<file path="src/rtl/ram64_burst_loader.sv">
// ============================================================================
// Module   : ram64_burst_loader
// Brief    : Streams up to 64 16-bit words into a RAM64 starting at a base
//            address, with registered RAM write outputs. Optional zero-fill
//            of the whole RAM when RAM64_CLEAR_EN is defined.
// Revision : 1.0 - initial release
// ============================================================================
`default_nettype none

module ram64_burst_loader (
    input  logic        clk,
    input  logic        rst_n,
    input  logic        start,
    input  logic [5:0]  base_addr,
    input  logic [6:0]  length,
    input  logic [15:0] s_data,
    input  logic        s_valid,
    output logic        s_ready,
    output logic [15:0] ram_in,
    output logic        ram_load,
    output logic [5:0]  ram_address,
    output logic        busy,
    output logic        done
`ifdef RAM64_CLEAR_EN
    ,
    input  logic        clear
`endif
);

    localparam logic [2:0] c_idle  = 3'd0;
    localparam logic [2:0] c_write = 3'd1;
    localparam logic [2:0] c_drain = 3'd2;
    localparam logic [2:0] c_done  = 3'd3;
`ifdef RAM64_CLEAR_EN
    localparam logic [2:0] c_clear = 3'd4;
`endif

    logic [2:0] r_state;
    logic [2:0] w_next;
    logic [5:0] r_addr;
    logic [6:0] r_remain;
    logic       w_accept;
    logic       w_start;
    logic [6:0] w_len;

    assign w_accept = s_valid && (r_state == c_write);
    // The RAM holds only 64 words, so longer bursts are clamped.
    assign w_len    = (length > 7'd64) ? 7'd64 : length;

`ifdef RAM64_CLEAR_EN
    assign w_start  = (r_state == c_idle) && start && !clear;
`else
    assign w_start  = (r_state == c_idle) && start;
`endif

    always_ff @(posedge clk) begin
        if (!rst_n) begin
            r_state <= c_idle;
        end else begin
            r_state <= w_next;
        end
    end

    always_comb begin
        w_next = r_state;
        case (r_state)
            c_idle: begin
`ifdef RAM64_CLEAR_EN
                if (clear) begin
                    w_next = c_clear;
                end else
`endif
                if (start) begin
                    w_next = (length == 7'd0) ? c_done : c_write;
                end
            end
            c_write: begin
                if (w_accept && (r_remain == 7'd1)) begin
                    w_next = c_drain;
                end
            end
            c_drain: w_next = c_done;
            c_done:  w_next = c_idle;
`ifdef RAM64_CLEAR_EN
            c_clear: begin
                if (r_addr == 6'd63) begin
                    w_next = c_done;
                end
            end
`endif
            default: w_next = c_idle;
        endcase
    end

    always_comb begin
        s_ready = (r_state == c_write);
        busy    = (r_state != c_idle);
        done    = (r_state == c_done);
    end

    // RAM write port is registered; ram_in/ram_address hold when no write.
    always_ff @(posedge clk) begin
        if (!rst_n) begin
            r_addr      <= 6'd0;
            r_remain    <= 7'd0;
            ram_load    <= 1'b0;
            ram_in      <= 16'd0;
            ram_address <= 6'd0;
        end else begin
            ram_load <= 1'b0;
            if (w_start) begin
                r_addr   <= base_addr;
                r_remain <= w_len;
            end
`ifdef RAM64_CLEAR_EN
            if ((r_state == c_idle) && clear) begin
                r_addr <= 6'd0;
            end
            if (r_state == c_clear) begin
                ram_load    <= 1'b1;
                ram_in      <= 16'd0;
                ram_address <= r_addr;
                r_addr      <= r_addr + 6'd1;
            end
`endif
            if (w_accept) begin
                ram_load    <= 1'b1;
                ram_in      <= s_data;
                ram_address <= r_addr;
                r_addr      <= r_addr + 6'd1;
                r_remain    <= r_remain - 7'd1;
            end
        end
    end

endmodule

`default_nettype wire

</file>
<file path="config.mk">
export PLATFORM = sky130hd
export DESIGN_NAME = ram64_burst_loader
export DESIGN_NICKNAME = d
export VERILOG_FILES = /design/src/rtl/ram64_burst_loader.sv
export SDC_FILE = /design/constraint.sdc
export NUM_CORES = 1
export LEC_CHECK = 0
export CORE_UTILIZATION = 40
export DETAILED_ROUTE_END_ITERATION = 6
export PLACE_DENSITY = 0.75
export SETUP_SLACK_MARGIN = 0.1
export SLEW_MARGIN = 20
export SYNTH_ARGS = -nofsm -noshare
export SYNTH_HDL_FRONTEND = slang
export SYNTH_SLANG_ARGS = --single-unit
</file>
<file path="constraint.sdc">
create_clock -name clk -period 1.76 [get_ports clk]
set_clock_uncertainty 0.2 [all_clocks]
set_input_delay 0.352 -clock clk [delete_from_list [all_inputs] [get_ports clk]]
set_output_delay 0.352 -clock clk [all_outputs]
set_load 0.05 [all_outputs]
</file>
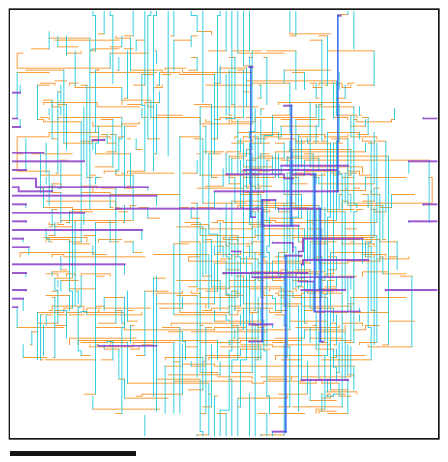
*Routed metal, one colour a layer*
The bar under the picture is 20 um long.
colour	layer	wire length
blue	metal 4	164 um
orange	metal 1	2230 um
purple	metal 3	365 um
cyan	metal 2	2630 um

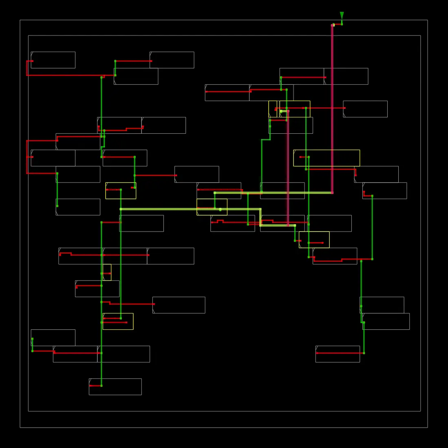
*Clock wiring as the flow saved it*
total of clock buffers placed in the layout: 7
clock-net power: 726 uW

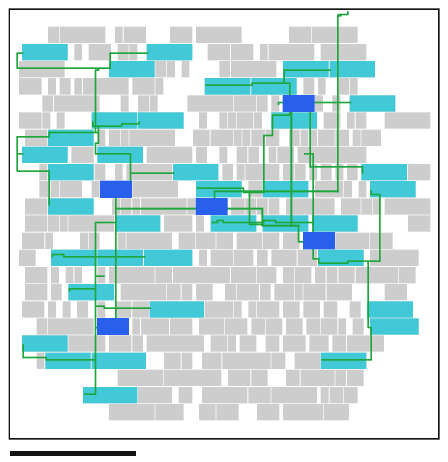
*Routed clock nets over the placement*
The bar under the picture is 20 um long.
[blue] clock drivers | count: 5
[green] clock wires | length: 498 um
[cyan] flip-flops | count: 38
routed clock nets	6
clock network power share: 0.166
Clock Latency Late Sink: 0.29 ns

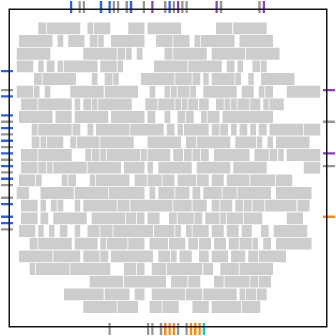
*Pin map*
Pins as bars across the die edge, other pins in grey.
colour	port	pins	direction	edge
purple	ram_address	6	output	4 top, 2 right
blue	s_data	16	input	11 left, 5 top
orange	length	7	input	6 bottom, 1 right
cyan	s_valid	1	input	bottom
all pins by edge	21 top, 20 left, 13 bottom, 5 right
Port-buffer cells: 58
vertical die size: 67.9 um
width of the die: 67.9 um

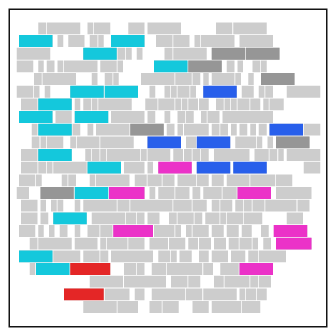
*Sequential cells grouped by signal name*
colour	name in the netlist	flops
cyan	ram_in	16
blue	r_addr	6
magenta	r_remain	7
red	r_state	2

==> flow_metrics.py <==
# Metrics from the implementation run
metrics = {
    "outcome": {
        "run_status": "finished with violations",
        "failed_checks": "setup timing",
    },
    "placed_design": {
        "placed_cell_area_sq_mm": 0.00275,
        "place_congestion": 0.854,
        "detailed_place_hpwl_mm": 3.43,
        "place_worst_setup_slack_ns": -0.284,
    },
    "cells_and_area": {
        "reg_top3": "ram_in: 16 flops, r_remain: 7 flops",
        "final_core_util": 0.756,
        "clock_network_area_share": 0.0344,
        "areaGrowthSynthToFinish_pct": 77.9,
        "biggestCellCategory": "buffers",
        "fill_cells": 276,
        "largest_register": "ram_in",
        "buffer_area_frac": 0.342,
        "signal_buffers": 85,
        "final_layout_size_suffix_gt1_frac": 0.324,
        "ff_latch_area_sq_um": 774,
        "mostFrequentLayoutCell": "nand2_1",
        "seq-cell-share": 0.251,
        "combAreaFraction": 0.337,
        "stdcell_count": 346,
        "largest_reg_flops": 16,
    },
    "critical_path": {
        "crit_cells": 5,
        "reg2reg_from": "r_state[0]",
        "ff2ff_setup_slack_ns": 0.08,
        "setup.worst_path.start": "r_state[1]",
        "critPathLaunchType": "register",
        "worst_path_dominant_cell_family": "buffers and inverters",
        "r2r-end": "r_addr[1]",
        "worstSetupEndpointType": "output port",
        "worst_ep_required_time_ns": 1.21,
        "worst-path-buf-inv": 4,
        "ff2ff_path_depth": 7,
        "critical_path_arrival_ns": 1.21,
    },
    "global_route": {
        "maximum_number_of_pins_on_one_net_before_global_route_repair": 23,
        "vias_in_the_first_global_route": 1726,
        "grt_pass1_wl_mm": 7.86,
        "global_route.peak_usage_layer": "met2",
        "met1_usage": 0.286,
    },
    "yosys": {
        "edf_count": 0,
        "synthesis.yosys.warnings": 0,
        "yosysTopAreaCell": "dfxtp_1",
        "simple_gate_share": 0.230,
        "ys_types": 42,
        "most_common_cell": "nand2_1",
        "synth_compound_gate_area_share": 0.221,
        "synth_area_sq_mm": 0.00174,
        "yosys-stat-area_sq_mm": 0.00174,
        "synth_cells": 215,
        "synthAdderAreaFrac": 0.0505,
        "post_synth_xor_area_fraction": 0.00505,
        "synth_nets": 255,
        "synth-seq-area-share": 0.438,
    },
    "power": {
        "leakagePower_nw": 1.16,
        "pwr-share-seq": 0.296,
        "power_dens_cells_mw_per_mm2": 1410,
        "power-top-group": "combinational cells",
        "pwr.group.combinational_mw": 2.34,
        "post-layout-total-power_mw": 4.36,
        "pwr.group.sequential_mw": 1.29,
    },
    "hold_path": {
        "tightest_hold_check_type": "reg2reg",
        "worstHoldPathCells": 2,
    },
    "die": {
        "coreArea_sq_mm": 0.00409,
        "boundaryPins": 59,
    },
    "route": {
        "detailroute.wirelength.met3_um": 365,
        "wl_per_cell_um": 15.6,
        "drt-met1-wl_mm": 2.23,
        "num_vias": 1878,
        "drt-total-wl_mm": 5.39,
        "final_antenna_net_count": 0,
        "drt_drc_violations_left": 0,
        "routed.top_layer": "met4",
    },
    "clocking": {
        "cts_max_path_buffers": 2,
        "cts_resized": 12,
        "h-tree-depth": 2,
        "reg_clk_slew_reported_paths_ns": 0.07,
        "cts.repair_timing.setup_buffer_count": 5,
        "clock_sinks": 38,
        "total_clock_buffers_created_by_cts": 5,
    },
    "final_timing": {
        "finalSetupTns_ns": -0.00477,
        "crit_path_setup_slack_layout_ns": -0.00477,
        "finalHoldViolations": 0,
        "setup_viol": 1,
        "max_clock_freq_mhz": 567,
        "timing.final.crit_period_ns": 1.76,
        "drv_slew": 0,
    },
    "job": {
        "warning_count": 33,
    },
}
Power figures rest on the tool's default switching activity, not on a simulated workload.
